Fig. 1: run 1, metal 2
Drawn at 2 px/um.
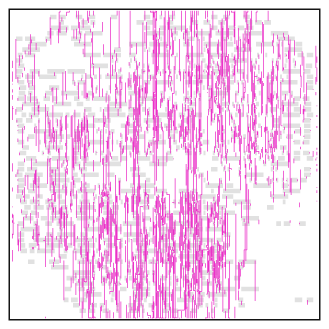
Fig. 2: run 1, cell outlines without signal wires
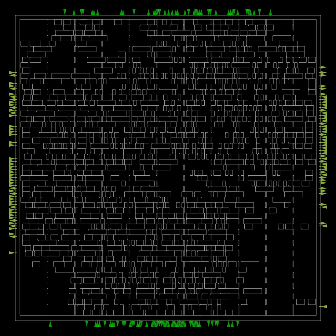
Fig. 3: run 1, close-up of the layout
Window x 57 to 97, y 57 to 97 um. Cells in grey, sequential cells in the stronger grey; small squares are vias.
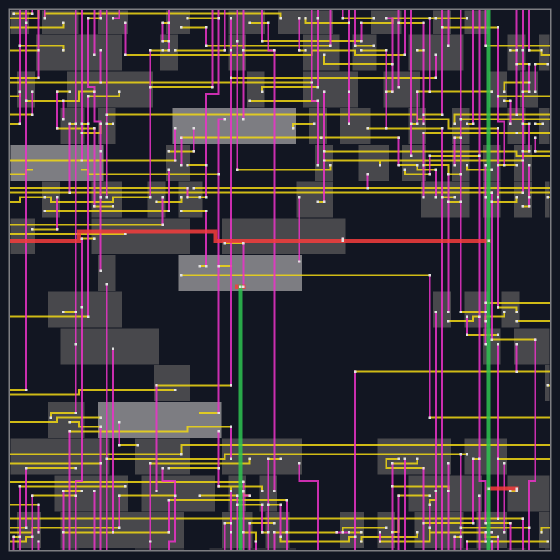
Fig. 4: run 1, signal wires by layer
Drawn at 2 px/um. Two of the layers only.
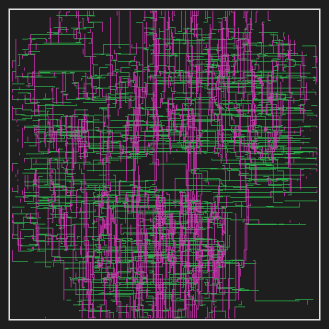
### src/rtl/data_mem_responder.sv
// rtl/data_mem_responder.sv - data-memory request responder driving a single-port synchronous SRAM
module data_mem_responder #(
  parameter int          ADDR_WIDTH  = 12,
  parameter logic [31:0] BASE_ADDR   = 32'h0000_0000,
  parameter int          WAIT_STATES = 0
) (
  input  logic                  clk,
  input  logic                  reset,
  input  logic                  req_valid,
  output logic                  req_ready,
  input  logic                  req_we,
  input  logic [31:0]           req_addr,
  input  logic [31:0]           req_wdata,
  input  logic [1:0]            req_size,
  input  logic                  req_unsigned,
  output logic                  rsp_valid,
  input  logic                  rsp_ready,
  output logic [31:0]           rsp_rdata,
  output logic                  rsp_err,
  output logic                  sram_en,
  output logic [3:0]            sram_we,
  output logic [ADDR_WIDTH-1:0] sram_addr,
  output logic [31:0]           sram_wdata,
  input  logic [31:0]           sram_rdata
);

  typedef enum logic [2:0] {
    S_IDLE,
    S_ACCESS,
    S_READ,
    S_WAIT,
    S_RESP
  } state_t;

  // Window size in bytes, one bit wider than an address so a 2^30-word SRAM still fits.
  localparam logic [32:0] SPAN      = 33'd4 << ADDR_WIDTH;
  localparam logic [3:0]  WAIT_LOAD = (WAIT_STATES > 0) ? 4'(WAIT_STATES - 1) : 4'd0;

  state_t      state;
  logic [3:0]  wait_cnt;
  logic        lat_we;
  logic        lat_unsigned;
  logic [1:0]  lat_size;
  logic [31:0] lat_addr;
  logic [31:0] lat_wdata;

  logic [31:0] offset;
  logic        fault;
  logic [7:0]  byte_v;
  logic [15:0] half_v;
  logic [31:0] ext_rdata;

  assign offset    = lat_addr - BASE_ADDR;
  assign req_ready = (state == S_IDLE);

  // Fault decode works only from the latched request so it is stable for the whole transaction.
  always_comb begin
    fault = 1'b0;
    case (lat_size)
      2'd0:    fault = 1'b0;
      2'd1:    fault = lat_addr[0];
      2'd2:    fault = (lat_addr[1:0] != 2'b00);
      default: fault = 1'b1;
    endcase
    if (lat_addr < BASE_ADDR)
      fault = 1'b1;
    if ({1'b0, offset} >= SPAN)
      fault = 1'b1;
  end

  // Little-endian lane extraction of the SRAM word followed by sign or zero extension.
  always_comb begin
    byte_v = sram_rdata[{lat_addr[1:0], 3'b000} +: 8];
    half_v = sram_rdata[{lat_addr[1], 4'b0000} +: 16];
    case (lat_size)
      2'd0:    ext_rdata = lat_unsigned ? {24'd0, byte_v} : {{24{byte_v[7]}}, byte_v};
      2'd1:    ext_rdata = lat_unsigned ? {16'd0, half_v} : {{16{half_v[15]}}, half_v};
      default: ext_rdata = sram_rdata;
    endcase
  end

  // SRAM is only touched in ACCESS for a non-faulting request; reset forces IDLE so enable drops at once.
  always_comb begin
    sram_en    = 1'b0;
    sram_we    = 4'b0000;
    sram_addr  = offset[ADDR_WIDTH+1:2];
    sram_wdata = lat_wdata;
    if (state == S_ACCESS && !fault) begin
      sram_en = 1'b1;
      if (lat_we) begin
        case (lat_size)
          2'd0: begin
            sram_we    = 4'b0001 << lat_addr[1:0];
            sram_wdata = {4{lat_wdata[7:0]}};
          end
          2'd1: begin
            sram_we    = 4'b0011 << {lat_addr[1], 1'b0};
            sram_wdata = {2{lat_wdata[15:0]}};
          end
          default: begin
            sram_we    = 4'b1111;
            sram_wdata = lat_wdata;
          end
        endcase
      end
    end
  end

  // Transaction sequencer: accept, access, capture, optional wait states, then hold the response.
  always_ff @(posedge clk or negedge reset) begin
    if (!reset) begin
      state        <= S_IDLE;
      wait_cnt     <= 4'd0;
      lat_we       <= 1'b0;
      lat_unsigned <= 1'b0;
      lat_size     <= 2'd0;
      lat_addr     <= 32'd0;
      lat_wdata    <= 32'd0;
      rsp_valid    <= 1'b0;
      rsp_rdata    <= 32'd0;
      rsp_err      <= 1'b0;
    end else begin
      case (state)
        S_IDLE: begin
          if (req_valid) begin
            lat_we       <= req_we;
            lat_unsigned <= req_unsigned;
            lat_size     <= req_size;
            lat_addr     <= req_addr;
            lat_wdata    <= req_wdata;
            state        <= S_ACCESS;
          end
        end
        S_ACCESS: state <= S_READ;
        S_READ: begin
          rsp_err   <= fault;
          rsp_rdata <= (fault || lat_we) ? 32'd0 : ext_rdata;
          if (WAIT_STATES > 0) begin
            wait_cnt <= WAIT_LOAD;
            state    <= S_WAIT;
          end else begin
            rsp_valid <= 1'b1;
            state     <= S_RESP;
          end
        end
        S_WAIT: begin
          if (wait_cnt == 4'd0) begin
            rsp_valid <= 1'b1;
            state     <= S_RESP;
          end else begin
            wait_cnt <= wait_cnt - 4'd1;
          end
        end
        S_RESP: begin
          if (rsp_ready) begin
            rsp_valid <= 1'b0;
            rsp_rdata <= 32'd0;
            rsp_err   <= 1'b0;
            state     <= S_IDLE;
          end
        end
        default: state <= S_IDLE;
      endcase
    end
  end

endmodule

### config.mk
export PLATFORM = sky130hd
export DESIGN_NAME = data_mem_responder
export DESIGN_NICKNAME = d
export VERILOG_FILES = /design/src/rtl/data_mem_responder.sv
export SDC_FILE = /design/constraint.sdc
export NUM_CORES = 1
export LEC_CHECK = 0
export ABC_AREA = 1
export CELL_PAD_IN_SITES_DETAIL_PLACEMENT = 1
export CELL_PAD_IN_SITES_GLOBAL_PLACEMENT = 2
export CORE_MARGIN = 2
export CORE_UTILIZATION = 27
export CTS_BUF_LIST = sky130_fd_sc_hd__clkbuf_16
export CTS_CLUSTER_DIAMETER = 50
export DETAILED_ROUTE_END_ITERATION = 8
export GPL_TIMING_DRIVEN = 0
export PLACE_DENSITY = 0.82
export SLEW_MARGIN = 20
export SYNTH_ARGS = -nofsm -noshare
export SYNTH_HDL_FRONTEND = slang
export SYNTH_SLANG_ARGS = --single-unit
### constraint.sdc
create_clock -name clk -period 2.3 [get_ports clk]
set_input_delay 0.46 -clock clk [delete_from_list [all_inputs] [get_ports clk]]
set_output_delay 0.46 -clock clk [all_outputs]
set_load 0.005 [all_outputs]
==> job_summary.md, run 1 <==
### Metrics collected by this job

| Metric | Value |
|---|---|
| Final WL | `roughly 22 mm` |
| R2R depth | `15` |
| Fa+ha+maj area frac | `0.00205` |
| Unrepaired setup endpoints after global routing | `yes` |
| Placed Cells | `1194` |
| Count of different cell masters after synthesis | `30` |
| Gr usage total | `0.190` |
| Clk slew on worst S/H paths | `70 ps` |
| Critical path launch point type | `flop` |
| Flip-flops with a built-in enable | `0` |
| Initial antenna violation count | `2` |
| Dominant logic cell type in the layout | `nand2_1` |
| Clock root cell | `clkbuf_16` |
| Synth Seq Share | `0.446` |
| Post-Syn Nets | `826` |
| Critical path class | `reg2out` |
| Hold Path Depth | `1` |
| Simple share | `0.266` |
| AO/OA Area Share | `0.0405` |
| FP Core Util | `0.272` |
| Mapped Avg Cell Area | `8.48 sq um` |
| Synthesis area per yosys | `0.00611 sq mm` |
| Leakage Power | `4.56 nW` |
| Synth Cell Area | `0.00611 sq mm` |
| Max-slew violations | `0` |
| Flop-to-flop setup slack | `160 ps` |
| Aggregate global routing overflow | `0` |
| Avg Vias per Cell | `~4.7` |
| CP endpoint kind | `output port` |
| Post-Synth XOR/XNOR Area | `0.00430` |
| Top logic family | `simple AND/OR/NAND/NOR gates` |
| Status | `finished with violations` |
| Hold Crit Start | `wait_cnt[3]$_DFFE_PN0P_` |
| Final Hold Viols | `0` |
| CP Max Fanout | `10` |
| Fin crit period | `2550 ps` |
| Drt wl/cell | `17.8 um` |
| Pre-CTS setup slack | `-480 ps` |
| Initial DRT Pass Iterations | `4` |
| Slew of the pin with the lowest slew margin | `between 900 and 1000 ps` |
| Hold Path Class | `reg2reg` |
| Antenna-violating nets left | `0` |
| Final Non-Filler Cells | `between 1000 and 1500` |
| Pin count of the biggest net entering global routing | `76` |
| Placed Instance Area | `0.00837 sq mm` |
| Layout area overhead | `52.9%` |
| Syn Inst Count | `721` |
| Setup TNS | `-4190 ps` |
| Slew Limit Headroom | `0.356` |
| First-pass GRT wire length | `34.8 mm` |
| Top FF cell, synth | `dfrtp_1` |
| Worst-case clock buffer depth | `2` |
| Yosys cell count | `721` |
| Crit path required time | `1840 ps` |
| Max VDD drop | `0.577 mV` |
| Max Clk Rate | `between 300 and 400 MHz` |
| Mux cell area share | `0.163` |
| Hold Path End | `wait_cnt[3]$_DFFE_PN0P_` |
| PwrDens | `1120 mW/mm^2` |
| Die X | `154 um` |
| Crit path DAT | `around 2100 ps` |
| Worst flop-to-flop path endpoint | `rsp_rdata[31]$_DFFE_PN0P_` |
| Via Count | `5791` |
| CTS tree | `yes` |
| Top-area cell share | `0.446` |
| Top Layout Cells | `nand2_1, clkdlybuf4s50_1, dfrtp_1` |
| Nets@finish | `1060` |
| Placer congestion estimate | `0.787` |
| # DRC | `0` |
| Worst setup margin | `-247 ps` |
| Final Setup Violations | `28` |
| Total power | `around 10 mW` |
| 1st-iter DRT viols | `232` |
| Clk ins delay skew pair | `360 ps` |
| #FFs+latches synth | `109` |
| FP Rows | `55` |
| Ports | `188` |
| Post-route cell area | `0.00935 sq mm` |
| R2R Path Start | `lat_addr[30]$_DFFE_PN0P_` |
| Async set or reset register ratio after synthesis | `1.00` |
| Biggest area cells | `dfrtp_1, nand2_1, mux2_4` |
| Clock Skew | `11.4 ps` |
| # clock sinks | `109` |
| Max-Cap Viols | `0` |
| Tool warnings | `28` |
| Comb. cell area | `0.00327 sq mm` |
| Hold slack | `480 ps` |
| Failing checks | `setup timing` |
| Cell taking the most area after synthesis | `dfrtp_1` |
| DP Wirelength | `15.4 mm` |
| H-tree levels | `3` |
| CTS Buf Count | `9` |
| Register Area | `~0.0027 sq mm` |
| Share of layout cells above drive strength 1 | `0.265` |
| Vias in the first global route | `6131` |
| Number of I/O port buffers | `187` |
| Die ar. | `0.0239 sq mm` |
| Tally of yosys warning messages | `0` |
| Final period utilization | `1.11` |
| Die height | `154 um` |
Notes on Fig. 1 above:
longest straight run: 76.2 um
wire length on this layer: 10700 um
nets with wire on the layer: 910
main direction: vertical

Notes on Fig. 2 above:
registers: 109
utilization after layout: 0.417
fillers: 2612
TAP cells: 285
Placeable Area: 0.0224 sq mm

Notes on Fig. 3 above:
| layer | colour |
|---|---|
| M1 | yellow |
| M4 | green |
| M2 | magenta |
| M3 | red |
cells with their middle in the window: 80
sequential cells in the window: 4
most frequent: nand2_1 (20), buf_4 (8), nand3_1 (6)

Notes on Fig. 4 above:
| layer | colour | wire length |
|---|---|---|
| M2 | magenta | 10700 um |
| M1 | green | 10000 um |

[run 1: worst max-delay path, cell delays in order (launching register included)]
cell	delay, ps
dfrtp_1	380
buf_4	190
o21ai_2	100
nand3_4	130
nor2_4	160
nand2_4	90
buf_8	160
buf_12	130
buf_12	130
nand2_1	60
o21ai_1	60
buf_2	130
[run 1: how the worst max path moves through the flow]
| stage | from | endpoint | slack (ps) | cells past startpoint |
|---|---|---|---|---|
| 2_1_floorplan | lat_size[0]$_DFFE_PN0P_ | sram_wdata[14] | 500 | 10 |
| 3_3_place_gp | reset | lat_addr[9]$_DFFE_PN0P_ | -3870 | 1 |
| 3_5_place_dp | lat_size[1]$_DFFE_PN0P_ | sram_wdata[9] | -480 | 9 |
| 4_1_cts | lat_addr[30]$_DFFE_PN0P_ | sram_wdata[28] | -240 | 12 |
| 5_1_grt | lat_addr[21]$_DFFE_PN0P_ | sram_wdata[28] | -350 | 12 |
| 6_report | lat_size[1]$_DFFE_PN0P_ | sram_wdata[22] | -250 | 11 |
[run 1: flip-flops by register name, indices dropped and copies added (netlist names)]
signal	flops
lat_addr	32
lat_wdata	32
rsp_rdata	32
wait_cnt	4
state	3
lat_size	2
lat_unsigned	1
lat_we	1
rsp_err	1
rsp_valid	1
[run 1: cells by family (layout without fill, tap and decap cells)]
| group | after synthesis | after routing |
|---|---|---|
| flip-flops | 109 | 109 |
| multiplexers | 78 | 78 |
| AND-OR/OR-AND | 48 | 48 |
| XOR/XNOR | 3 | 3 |
| other | 0 | 2 |
| adder cells (fa/ha/maj) | 1 | 1 |
| buffers and inverters | 82 | 319 |
| AND/OR/NAND/NOR | 400 | 400 |
[run 1: final cells by class]
cell class                      count  share of cell area
Sequential cell                   109               0.292
Timing Repair Buffer              224               0.232
Clock buffer                        9              0.0241
Tap cell                          285              0.0382
Antenna cell                        2            0.000536
Multi-Input combinational cell    530               0.350
Buffer                             53              0.0497
Inverter                           28              0.0120
Clock inverter                      5             0.00241
[run 1: power by group]
part	leakage (nW)	total, mW	switching [mW]	internal, mW
combinational	3.09	5.74	2.83	2.91
sequential	1.35	3.23	0.662	2.57
clock	0.125	1.45	0.743	0.711
total	4.56	10.4	4.23	6.19
[run 1: synthesized netlist by cell type, types with 2 or more instances]
cell / count
a21oi_1: 16
buf_2: 8
buf_4: 25
buf_6: 8
clkbuf_1: 13
dfrtp_1: 109
inv_1: 14
inv_2: 13
mux2_1: 14
mux2_4: 40
mux2i_1: 24
nand2_1: 260
nand3_1: 60
nand3_2: 3
nor2_1: 68
nor2_2: 3
nor3_2: 2
o21ai_0: 5
o21ai_1: 24
xor2_1: 2
[run 1: metal layers]
layer | track usage | share of wire | vias up
met2 | 0.314 | 0.48 | 149
li1 | - | - | 2786
met3 | 0.0359 | 0.048 | 23
met1 | 0.251 | 0.45 | 2831
met5 | 0 | 0.00072 | -
met4 | 0.0626 | 0.016 | 2
[run 1: repair_timing]
item | CTS | global route
setup buffers | 28 | 7
pin swaps | 26 | 17
setup endpoints to repair | 29 | 61
hold buffers | 1 | 0
resized | 228 | 30
cloned | 6 | 0
hold endpoints to repair | 3 | 0
==> run 2: changes to the inputs <==
--- a/config.mk
+++ b/config.mk
@@ -8,13 +8,14 @@
 export ABC_AREA = 1
 export CELL_PAD_IN_SITES_DETAIL_PLACEMENT = 1
 export CELL_PAD_IN_SITES_GLOBAL_PLACEMENT = 2
+export CORE_ASPECT_RATIO = 0.9
 export CORE_MARGIN = 2
-export CORE_UTILIZATION = 27
-export CTS_BUF_LIST = sky130_fd_sc_hd__clkbuf_16
+export CORE_UTILIZATION = 28
+export CTS_BUF_LIST = sky130_fd_sc_hd__clkbuf_8
 export CTS_CLUSTER_DIAMETER = 50
 export DETAILED_ROUTE_END_ITERATION = 8
 export GPL_TIMING_DRIVEN = 0
-export PLACE_DENSITY = 0.82
+export PLACE_DENSITY = 0.85
 export SLEW_MARGIN = 20
 export SYNTH_ARGS = -nofsm -noshare
 export SYNTH_HDL_FRONTEND = slang
Fig. 5: run 2, cell outlines without signal wires
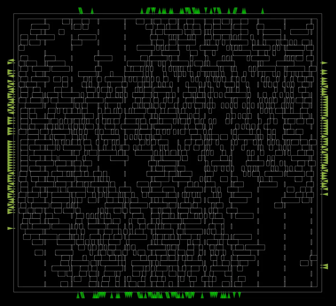
utilization after layout: 0.429
Seq/total area: 0.296
Placeable Area: 0.0215 sq mm
TAP cells: 291
fillers: 2549

Fig. 6: run 2, pin map
Drawn at 3 px/um. Pins as bars across the die edge, other pins in grey.
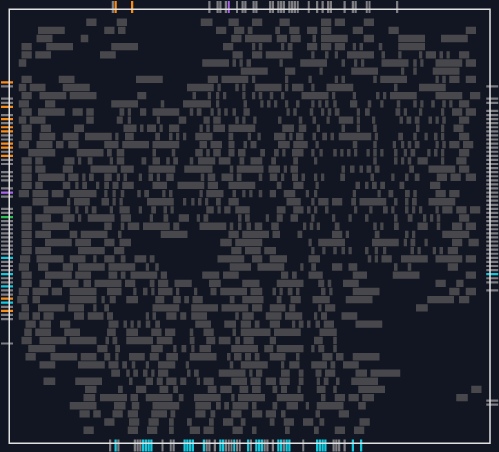
| port | colour | pins | direction | edge |
|---|---|---|---|---|
| `sram_wdata` | cyan | 32 | output | 27 bottom, 4 left, 1 right |
| `sram_addr` | orange | 12 | output | 10 left, 2 top |
| `req_size` | purple | 2 | input | 1 left, 1 top |
| `req_we` | green | 1 | input | left |

==> run 2 against run 1 <==
Net effect:
- the run still ends with setup timing left
- utilization grew 1.2 points
- clock power shrank about 10%
- worst setup slack improved by 60 ps
- maximum frequency up 2.4%
==> job_summary.md, run 2 <==
### Metrics collected by this job

| Metric | Value |
|---|---|
| Status | `finished with violations` |
| Failing checks | `setup timing` |
| AO/OA Area Share | `0.0405` |
| Top-count cell post-synth | `nand2_1` |
| Mux cell area share | `0.163` |
| Cell taking the most area after synthesis | `dfrtp_1` |
| Slew of the pin with the lowest slew margin | `~910 ps` |
| Critical path launch point type | `flop` |
| Max VDD drop | `0.545 mV` |
| DP Wirelength | `15.7 mm` |
| Top Layout Cells | `nand2_1, clkdlybuf4s50_1, dfrtp_1` |
| Sw power | `~4.2 mW` |
| Hold Path Class | `reg2reg` |
| Post-Syn Nets | `about 830` |
| # clock sinks | `109` |
| Logic pwr share | `0.564` |
| Aggregate global routing overflow | `0` |
| Critical-path top delay cell | `dfrtp_1` |
| H-tree levels | `3` |
| Fa+ha+maj area frac | `0.00205` |
| Vias in the first global route | `6056` |
| Final WL | `approximately 22 mm` |
| CP endpoint kind | `output port` |
| PwrDens | `roughly 1100 mW/mm^2` |
| Layout area overhead | `50.9%` |
| Nets@finish | `1058` |
| Max-Cap Viols | `0` |
| Clk ins delay skew pair | `390 ps` |
| Placed Instance Area | `0.00838 sq mm` |
| Top Registers | `lat_addr: 32 flops, lat_wdata: 32 flops, rsp_rdata: 32 flops` |
| Final Hold Viols | `0` |
| Final Non-Filler Cells | `1250` |
| Die height | `144 um` |
| Count of different cell masters after synthesis | `30` |
| Synth Cell Area | `0.00611 sq mm` |
| Seq pwr share | `0.313` |
| Final period utilization | `1.08` |
| Avg Vias per Cell | `4.62` |
| Dominant logic cell type in the layout | `nand2_1` |
| CP Cell Sequence | `nor2_1, nand2_1, nor2_2, nand2_4, nor2_4, nand2_4, buf_6, clkbuf_16, o21ai_4, buf_2` |
| CTS tree | `yes` |
| Slew Limit Headroom | `0.392` |
| Mapped Avg Cell Area | `8.48 sq um` |
| Top-area cell share | `0.446` |
| CP max stage delay | `approximately 400 ps` |
| Initial antenna violation count | `1` |
| Placed Cells | `1200` |
| Leakage Power | `4.53 nW` |
| Biggest area cells | `dfrtp_1, nand2_1, mux2_4` |
| Crit path DAT | `2030 ps` |
| FP Rows | `51` |
| Ports | `188` |
| Register Area | `~0.0027 sq mm` |
| Pin count of the biggest net entering global routing | `approximately 74` |
| Fin crit period | `2490 ps` |
| Crit path required time | `around 1800 ps` |
| Syn Inst Count | `721` |
| Antenna-violating nets left | `0` |
| Initial DRT Pass Iterations | `4` |
| Comb. cell area | `around 0.0032 sq mm` |
| Yosys cell count | `721` |
| Clock Power Share | `0.123` |
| Pre-CTS setup slack | `-453 ps` |
| Post-Synth XOR/XNOR Area | `0.00430` |
| Final Setup Violations | `29` |
| Worst setup margin | `-186 ps` |
| Placer congestion estimate | `0.760` |
| Synth Seq Share | `0.446` |
| Synthesis area per yosys | `0.00611 sq mm` |
| 1st-iter DRT viols | `between 200 and 250` |
| Clock Skew | `12.1 ps` |
| Tally of yosys warning messages | `0` |
| CP Max Fanout | `5` |
| Gr usage total | `0.190` |
| Flip-flops with a built-in enable | `0` |
| Clock root cell | `clkbuf_8` |
| Drt wl/cell | `17.3 um` |
| First-pass GRT wire length | `33.6 mm` |
| Critical path class | `reg2out` |
| Int Power | `around 6.1 mW` |
| Max-slew violations | `0` |
| Post-route cell area | `0.00922 sq mm` |
| Most frequent cells after synthesis | `nand2_1, dfrtp_1, nor2_1` |
| Net Sw Frac | `0.411` |
| # DRC | `0` |
| Total power | `~10 mW` |
| Number of I/O port buffers | `approximately 190` |
| Tool warnings | `28` |
| Setup TNS | `-4110 ps` |
| Die ar. | `between 0.02 and 0.025 sq mm` |
| Worst-case clock buffer depth | `2` |
| FP Core Util | `0.284` |
| Top FF cell, synth | `dfrtp_1` |
==> run 2: cell counts after synthesis <==
No cell type changed its count.
==> run 2: final cells by class <==
class,count,area share
multi-input cells,530,0.351
inverters,28,0.0122
clock inverters,7,0.00895
well taps,291,0.0395
diodes,1,0.000271
plain buffers,53,0.0507
flip-flops and latches,109,0.296
repair buffers,222,0.228
clock buffers,9,0.0134
==> run 2: critical path: cells and delay by family (launching register included) <==
family | cells | cell delay (ps)
simple gates | 6 | 650
buf+inv | 3 | 450
flops | 1 | 400
compound gates | 1 | 140
==> run 2: repair_timing <==
action,CTS,global route
hold buffers,1,0
gates cloned,3,1
resized,213,28
pin swaps,35,15
hold endpoints to repair,36,0
setup buffers,23,9
setup endpoints to repair,29,30
==> run 2: layer usage <==
metal | vias to the layer above | share of wire | track usage
li1 | 2774 | - | -
met1 | 2832 | 0.45 | 0.240
met2 | 153 | 0.48 | 0.325
met3 | 21 | 0.055 | 0.0479
met4 | 0 | 0.016 | 0.0517
met5 | - | 0 | 0
==> run 2: final timing paths <==
check / from / end / slack, ps / cells after the start
setup / recovery: lat_addr[18]$_DFFE_PN0P_ / sram_wdata[17] / -190 / 10
hold / removal: wait_cnt[3]$_DFFE_PN0P_ / wait_cnt[3]$_DFFE_PN0P_ / 480 / 1
setup reg to reg: lat_addr[1]$_DFFE_PN0P_ / rsp_rdata[5]$_DFFE_PN0P_ / 360 / 6
hold reg to reg: wait_cnt[3]$_DFFE_PN0P_ / wait_cnt[3]$_DFFE_PN0P_ / 480 / 1
max in group asynchronous: reset / state[2]$_DFFE_PN0P_ / 1030 / 3
min in group asynchronous: reset / lat_wdata[5]$_DFFE_PN0P_ / 530 / 2
==> run 2: power groups by stage <==
stage | logic (mW) | registers [mW] | clock network, mW
6_report | 5.80 | 3.22 | 1.27
3_3_place_gp | 5.19 | 3.16 | 0
3_5_place_dp | 5.33 | 3.19 | 0
4_1_cts | 5.69 | 3.19 | 1.34
5_1_grt | 6.36 | 3.34 | 1.40
2_1_floorplan | 3.40 | 3.01 | 0
==> run 2: cell families (layout without fill, tap and decap cells) <==
group | count (synthesis) | count (layout)
simple gates | 400 | 400
flops | 109 | 109
buf+inv | 82 | 319
mux | 78 | 78
compound gates | 48 | 48
xor+xnor | 3 | 3
fa+ha+maj | 1 | 1
other cells | 0 | 1
==> run 2: per-stage QoR <==
| step | hold WS, ps | utilization |
|---|---|---|
| 5_1_grt | 499 | 0.429 |
| 3_3_place_gp | 464 | 0.388 |
| 4_1_cts | 490 | 0.421 |
| 6_report | 482 | 0.429 |
| 2_1_floorplan | 164 | - |
| 3_5_place_dp | 399 | 0.389 |
Power figures rest on the tool's default switching activity, not on a simulated workload.
